**Run 1: placement view**

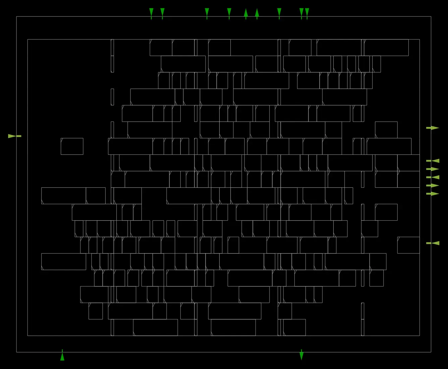
**Run 1: logic cells by family**

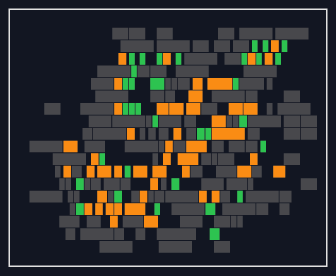
**Run 1: metal 2**

Cells faint in the background.
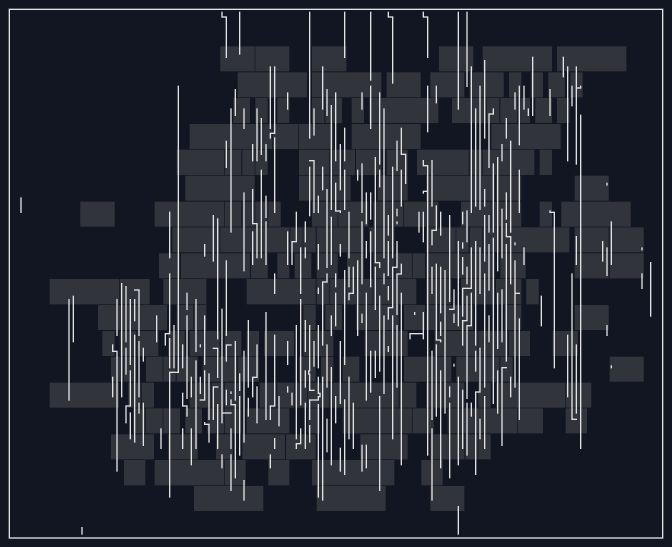
$ cat config.mk
export PLATFORM = sky130hd
export DESIGN_NAME = tdm_mux8x1
export DESIGN_NICKNAME = d
export VERILOG_FILES = /design/src/rtl/tdm_mux8x1.sv
export SDC_FILE = /design/constraint.sdc
export NUM_CORES = 1
export LEC_CHECK = 0
export CAP_MARGIN = 20
export CORE_ASPECT_RATIO = 0.8
export CORE_MARGIN = 1.5
export CORE_UTILIZATION = 42
export CTS_CLUSTER_SIZE = 8
export DETAILED_ROUTE_END_ITERATION = 8
export HOLD_SLACK_MARGIN = 0.12
export PLACE_DENSITY = 0.75
export SYNTH_ARGS = -nofsm -noshare
export SYNTH_HDL_FRONTEND = slang
export SYNTH_SLANG_ARGS = --single-unit
$ cat constraint.sdc
create_clock -name CLK -period 2.55 [get_ports CLK]
set_input_delay 0.51 -clock CLK [delete_from_list [all_inputs] [get_ports CLK]]
set_output_delay 0.51 -clock CLK [all_outputs]
set_load 0.05 [all_outputs]
$ cat src/rtl/tdm_mux8x1.sv
// 8:1 time-division multiplexer: captures I1..I8 as a frame and sends one bit per slot on Y
// with the slot index on S2..S0, so a 1x8 demux can rebuild the frame.
module tdm_mux8x1 #(
    parameter int unsigned HOLD = 1
) (
    input  logic CLK,
    input  logic RST,
    input  logic EN,
    input  logic LOAD,
    input  logic I1,
    input  logic I2,
    input  logic I3,
    input  logic I4,
    input  logic I5,
    input  logic I6,
    input  logic I7,
    input  logic I8,
    output logic Y,
    output logic S2,
    output logic S1,
    output logic S0,
    output logic FRAME,
    output logic BUSY,
    output logic DONE
);

    localparam int unsigned HW = 8;
    localparam int unsigned SW = 3;
    localparam logic [HW-1:0] HOLD_LAST = HW'(HOLD - 1);
    localparam logic [SW-1:0] SLOT_LAST = SW'(7);

    typedef enum logic {
        IDLE,
        SEND
    } state_t;

    state_t          state, nxt_state;
    logic [SW-1:0]   slot, nxt_slot;
    logic [HW-1:0]   hold, nxt_hold;
    logic [7:0]      shadow, nxt_shadow;
    logic [7:0]      frame_in;

    logic            nxt_y;
    logic [SW-1:0]   nxt_s;
    logic            nxt_frame;
    logic            nxt_busy;
    logic            nxt_done;

    assign frame_in = {I8, I7, I6, I5, I4, I3, I2, I1};

    // Next-state, counters and shadow; EN low leaves everything as is.
    always_comb begin
        nxt_state  = state;
        nxt_slot   = slot;
        nxt_hold   = hold;
        nxt_shadow = shadow;
        if (EN) begin
            unique case (state)
                IDLE: begin
                    if (LOAD) begin
                        nxt_state  = SEND;
                        nxt_slot   = '0;
                        nxt_hold   = '0;
                        nxt_shadow = frame_in;
                    end
                end
                SEND: begin
                    if (hold != HOLD_LAST) begin
                        nxt_hold = hold + HW'(1);
                    end else if (slot != SLOT_LAST) begin
                        nxt_hold = '0;
                        nxt_slot = slot + SW'(1);
                    end else begin
                        nxt_hold = '0;
                        nxt_slot = '0;
                        if (LOAD) begin
                            nxt_shadow = frame_in;
                        end else begin
                            nxt_state = IDLE;
                        end
                    end
                end
                default: nxt_state = IDLE;
            endcase
        end
    end

    // Output values for the next cycle, decoded from the next state so the ports are registered.
    always_comb begin
        nxt_busy  = (nxt_state == SEND);
        nxt_y     = 1'b0;
        nxt_s     = '0;
        nxt_frame = 1'b0;
        nxt_done  = 1'b0;
        if (nxt_busy) begin
            nxt_y     = nxt_shadow[nxt_slot];
            nxt_s     = nxt_slot;
            nxt_frame = (nxt_slot == '0);
            nxt_done  = (nxt_slot == SLOT_LAST) && (nxt_hold == HOLD_LAST);
        end
    end

    always_ff @(posedge CLK) begin
        if (RST) begin
            state  <= IDLE;
            slot   <= '0;
            hold   <= '0;
            shadow <= '0;
            Y      <= 1'b0;
            S2     <= 1'b0;
            S1     <= 1'b0;
            S0     <= 1'b0;
            FRAME  <= 1'b0;
            BUSY   <= 1'b0;
            DONE   <= 1'b0;
        end else begin
            state  <= nxt_state;
            slot   <= nxt_slot;
            hold   <= nxt_hold;
            shadow <= nxt_shadow;
            Y      <= nxt_y;
            S2     <= nxt_s[2];
            S1     <= nxt_s[1];
            S0     <= nxt_s[0];
            FRAME  <= nxt_frame;
            BUSY   <= nxt_busy;
            DONE   <= nxt_done;
        end
    end

endmodule

==> flow_summary.yaml, run 1 <==
# synthesis and place-and-route metrics
floorplanning:
  rows: 18
  die_area_mm2: 0.00380
  dieWidth_um: 68.6
  die_h_um: 55.5
critical_path:
  worstSetupStartpoint: "hold[0]$_SDFF_PP0_"
  rr_endpoint: "Y$_SDFF_PP0_"
  endpoint: "Y$_SDFF_PP0_"
  slowest_stage: "nor4b_4"
  r2r_cells: 8
  crit_buf_inv: 1
  worstSetupPathDepth: 8
  critPathCaptureType: "register"
  max_stage_delay_ns: 0.43
placement:
  dp_cells: 231
cts:
  htreeDepth: 1
  numClockSinks: 26
  path_clk_slew_ns: 0.09
pwr:
  switching_share_pct: 25.4
  powerClk_mw: 0.272
  comb-power_mw: 0.115
  leakage_nw: 0.659
  seqPwrFrac_pct: 52.4
  power.switching_mw: 0.206
  power_density_mw_per_mm2: 466
  finalPower_mw: 0.812
logic_synthesis:
  numSynthFlops: 26
  syn_avg_cell_area_um2: 8.35
  synth_cells: 173
  yosysWarnings: 0
  syn_nets: 189
  synth-xor-area-share_pct: 0
  syn_area_mm2: 0.00145
  ys_seq_share_pct: 36.0
route:
  drc: 0
  first_pass_iters: 4
  maxUsedRoutingLayer: "met4"
  met2_length_um: 1620
  ant_nets: 0
  drt-vias-per-instance: 5.87
  wl_met3_um: 280
  met1_length_um: 1650
status:
  outcome: "finished, final reports clean"
timing:
  finClkSkew_ns: 0.00975
  fin_ws_ns: 0.176
  rsz0062_at_grt: "false"
  final-max-slew-violation-count: 0
finish:
  fin_nets: 212
  antenna_cells: 0
  nClkBuffers: 4
  final_cell_area_mm2: 0.00174
  nFillCells: 294
grt:
  antenna_found_initial: 0
  grt_pass1_wl_um: 5820
  top_usage_layer: "met2"
min_path:
  holdPathStages: 2
About 'placement view':
Util after Layout: 54.8%
CORE AREA: 0.00318 mm^2
tap cells: 40

About 'logic cells by family':
- green: nand cells (cells 33)
- orange: aoi and oai cells (cells 47)

About 'metal 2':
- nets with wire on the layer: 177
- longest straight run: 35.0 um
via count: 1379
grt met2 use: 29.1%
Routed WL: 3590 um

## run 1: flip-flops by register name (all words and copies together) (netlist names)
register  count
hold          8
shadow        8
slot          3
DONE          1
FRAME         1
S0            1
S1            1
S2            1
Y             1
state         1
## run 1: cell usage after synthesis (all sizes together), types with 2 or more instances
library cell / instances
a211o: 2
a211oi: 2
a21oi: 19
a32oi: 2
a41oi: 3
and2: 3
and3: 2
and4: 2
buf: 5
clkbuf: 2
dfxtp: 26
ha: 4
inv: 9
nand2: 24
nand3: 6
nand4: 2
nor2: 15
nor2b: 6
nor3: 3
nor4: 3
o2111ai: 2
o211ai: 3
o21a: 2
o21ai: 8
o221ai: 3
or3: 3
**Run 1: clock distribution**

Scale bar: 20 um.
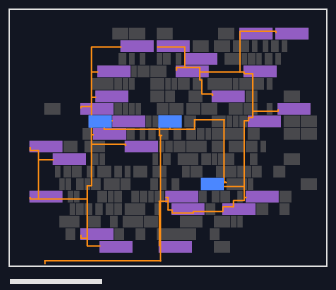

==> run 1 -> run 2 <==
- GPL_TIMING_DRIVEN: default -> 0
- HOLD_SLACK_MARGIN: 0.12 -> default
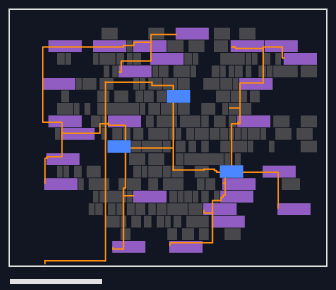
**Above:** run 2 (clock distribution).
Scale bar: 20 um.
- blue: clock-net drivers (count 3)
- orange: clock wires (length 348 um)
- purple: flip-flops (count 26)
- routed clock nets: 4

==> run 2 against run 1 <==
Against the previous run:
- area after synthesis is the same
- fmax shrank 1.7%
- worst setup slack got worse by 0.040 ns
- first-iteration DRC count is 16% lower
- cell count rose by 0.43%
- global-route usage down 0.40 points
- routed wire length is 0.97% lower
- clock-buffer cell count unchanged
- clock power barely moved
- non-clock buffer count up 1
- sequential power is essentially flat
- critical path depth unchanged
- largest power group unchanged
- highest routed layer unchanged
==> flow_summary.yaml, run 2 <==
# synthesis and place-and-route metrics
status:
  outcome: "finished, final reports clean"
floorplanning:
  die_area_mm2: 0.00380
  coreArea_mm2: 0.00318
  dieWidth_um: 68.6
  rows: 18
critical_path:
  r2r_cells: 8
  worstSetupPathDepth: 8
  worstSetupStartpoint: "hold[0]$_SDFF_PP0_"
  max_stage_delay_ns: 0.42
  slowest_stage: "nor4b_4"
  crit_buf_inv: 1
  endpoint: "Y$_SDFF_PP0_"
logic_synthesis:
  top_cells_by_count: "26 x dfxtp_1, 24 x nand2_1, 18 x a21oi_1, 15 x nor2_1, 9 x inv_1"
  yosysWarnings: 0
  syn_avg_cell_area_um2: 8.35
  syn_area_mm2: 0.00145
  syn_nets: 189
  numSynthFlops: 26
  yosysMostFrequentCell: "dfxtp_1"
  synth_cell_type_count: 49
  ys_seq_share_pct: 36.0
route:
  wl_met3_um: 229
  first_pass_iters: 5
  met1_length_um: 1710
  maxUsedRoutingLayer: "met4"
  met2_length_um: 1550
  drt-vias-per-instance: 5.96
  drc: 0
  ant_nets: 0
pwr:
  finalPower_mw: 0.807
  switching_share_pct: 25.4
  power.switching_mw: 0.205
  comb-power_mw: 0.116
  leakage_nw: 0.653
  power_density_mw_per_mm2: 465
  seqPwrFrac_pct: 52.3
grt:
  use_met1_pct: 30.2
  top_usage_layer: "met1"
  use_met2_pct: 25.8
  grt_pass1_wl_um: 5640
timing:
  rsz0062_at_grt: "false"
  finClkSkew_ns: 0.00593
  max_slew_margin_pct: 53.9
  fin_ws_ns: 0.136
finish:
  fin_nets: 213
  fin_util_pct: 54.6
  lay_top_count: "dfxtp_1"
  reg_top3: "hold x8, shadow x8, slot x3"
  final_cell_area_mm2: 0.00174
cts:
  path_clk_slew_ns: 0.09
  htreeDepth: 1
  post_cts.repair.setup_buffers: 0
  numClockSinks: 26
min_path:
  holdPathStages: 2
run:
  cap_violations: 0
placement:
  dp_cells: 230
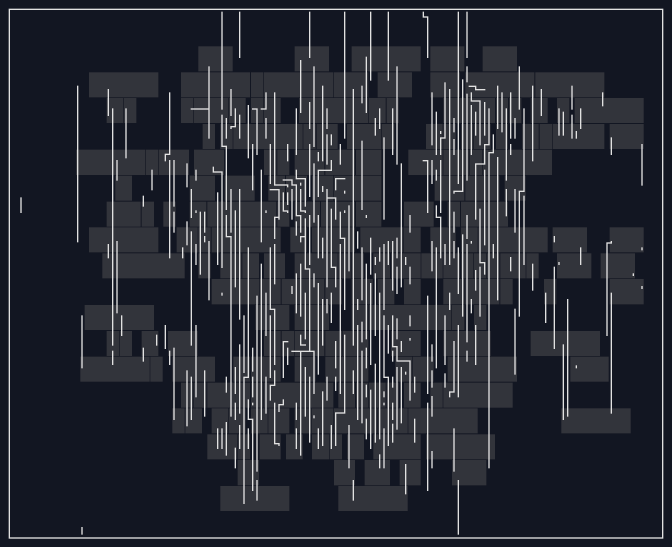
**Above:** run 2 (metal 2).
Cells faint in the background.
- nets with wire on the layer: 176
- longest straight run: 33.1 um

[run 2: cell counts after synthesis]
Identical to the previous run, type by type.
[run 2: cell type report]
cell class	instances	area, um^2
buffer	7	41.3
fill	280	1440
tap	40	50.0
inverter	9	33.8
sequential	26	520
timing repair buffer	19	185
multi-input combinational	131	850
clock buffer	4	55.1
[run 2: kinds of logic (layout without fill, tap and decap cells)]
family                   Yosys count  after routing  synth area share [%]
multiplexers                       1              1                  1.04
AND-OR/OR-AND                     54             54                  27.4
flip-flops                        26             26                  36.0
adder cells (fa/ha/maj)            4              4                  3.46
buffers and inverters             16             39                  5.19
AND/OR/NAND/NOR                   72             72                  26.9
**Run 2: logic cells by family**

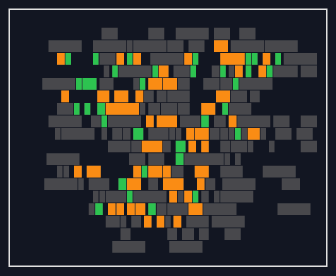

==> run 2 -> run 3 <==
- CORE_MARGIN: 1.5 -> 10
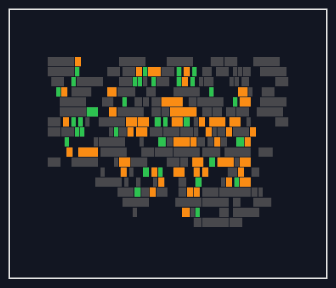
**Above:** run 3 (logic cells by family).
- orange: aoi and oai cells (cells 47)
- green: nand cells (cells 33)

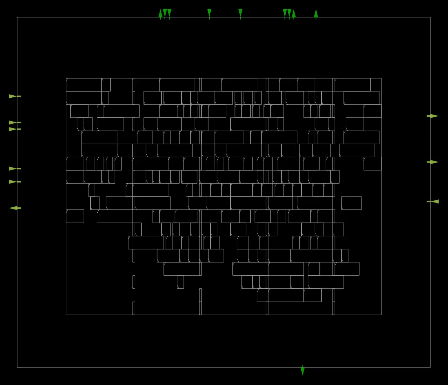
**Above:** run 3 (placement view).
row count: 18
Util after Layout: 54.9%
filler instances: 284

==> run 3 against run 2 <==
Against the previous run:
- synthesized cell count unchanged
- sequential cell count unchanged
- clock skew increased by 0.0026 ns
- core utilization increased by 0.28 points
- cell count increased by 0.85%
- clock power decreased by 13%
- sequential share of layout area decreased by 0.36 points
- fmax increased by 4.3%
- non-clock buffer count increased by 3
- power decreased by 3.8%
- largest cell class unchanged
==> flow_summary.yaml, run 3 <==
# synthesis and place-and-route metrics
pwr:
  power_density_mw_per_mm2: 442
  powerSeq_mw: 0.423
  powerClk_mw: 0.233
  power.switching_mw: 0.205
  comb-power_mw: 0.121
  finalPower_mw: 0.777
  seqPwrFrac_pct: 54.4
cts:
  numClockSinks: 26
  htreeDepth: 1
  cts_buffers: 3
timing:
  final-max-slew-violation-count: 0
  setup_tns_ns: 0
  fin_ws_ns: 0.237
  max_slew_margin_pct: 63.9
  rsz0062_at_grt: "false"
  finClkSkew_ns: 0.00851
route:
  initialDrtViolationCount: 148
  vias: 1422
  wirelength_um: 4060
  ant_nets: 0
  drc: 0
  first_pass_iters: 4
  drt-vias-per-instance: 5.97
finish:
  fin_nets: 216
  final_cell_mix: "26 x dfxtp_1, 24 x nand2_1, 18 x a21oi_1"
  reg_top3: "hold x8, shadow x8, slot x3"
  seq_area_um2: 520
  final_cell_area_mm2: 0.00176
  combGateArea_um2: 862
  lay_top_count: "dfxtp_1"
  antenna_cells: 0
logic_synthesis:
  synth_cell_type_count: 49
  synthMuxAreaShare_pct: 1.04
  async_flop_share_pct: 0
  numSynthFlops: 26
  ys_seq_share_pct: 36.0
  synthSimpleGateAreaFrac_pct: 26.9
  syn_avg_cell_area_um2: 8.35
  ys_sh_adder_pct: 3.46
  yosysWarnings: 0
  syn_nets: 189
  top_cells_by_count: "26 x dfxtp_1, 24 x nand2_1, 18 x a21oi_1, 15 x nor2_1, 9 x inv_1"
  synthTopLogicFamily: "AND-OR/OR-AND gates"
critical_path:
  worstSetupPathDepth: 10
  endpoint: "Y$_SDFF_PP0_"
  worstSetupStartpoint: "hold[0]$_SDFF_PP0_"
  rr_endpoint: "Y$_SDFF_PP0_"
  critPathCaptureType: "register"
  crit_buf_inv: 3
  max_stage_delay_ns: 0.40
  slowest_stage: "dfxtp_1"
  r2r_cells: 10
run:
  cap_violations: 0
placement:
  gp_congestion: 0.919
  dp_cells: 230
min_path:
  hold_end: "shadow[6]$_SDFF_PP0_"
  holdPathStages: 2
floorplanning:
  die_area_mm2: 0.00620
  coreArea_mm2: 0.00320
  dieWidth_um: 85.6
  die_h_um: 72.5
status:
  outcome: "finished, final reports clean"
grt:
  grt_pass1_wl_um: 6600
  antenna_found_initial: 0
-- run 3: cell type report --
type / instances / share of cell area (%)
multi-input cells: 131 / 49.1
flip-flops and latches: 26 / 29.6
repair buffers: 22 / 11.8
well taps: 40 / 2.85
clock buffers: 3 / 2.35
plain buffers: 7 / 2.35
inverters: 9 / 1.92
-- run 3: routing by layer --
| metal | track usage (%) | up-vias | wire [um] |
|---|---|---|---|
| met5 | 0 | - | 0 |
| li1 | - | 686 | - |
| met1 | 16.2 | 677 | 1950 |
| met3 | 3.24 | 4 | 245 |
| met2 | 21.1 | 55 | 1830 |
| met4 | 5.11 | 0 | 36 |
-- run 3: timing repair --
item	CTS	global route
buffers inserted	0	5
resized	0	3
endpoints found under the setup margin	0	1
Power and IR drop assume default switching activity.
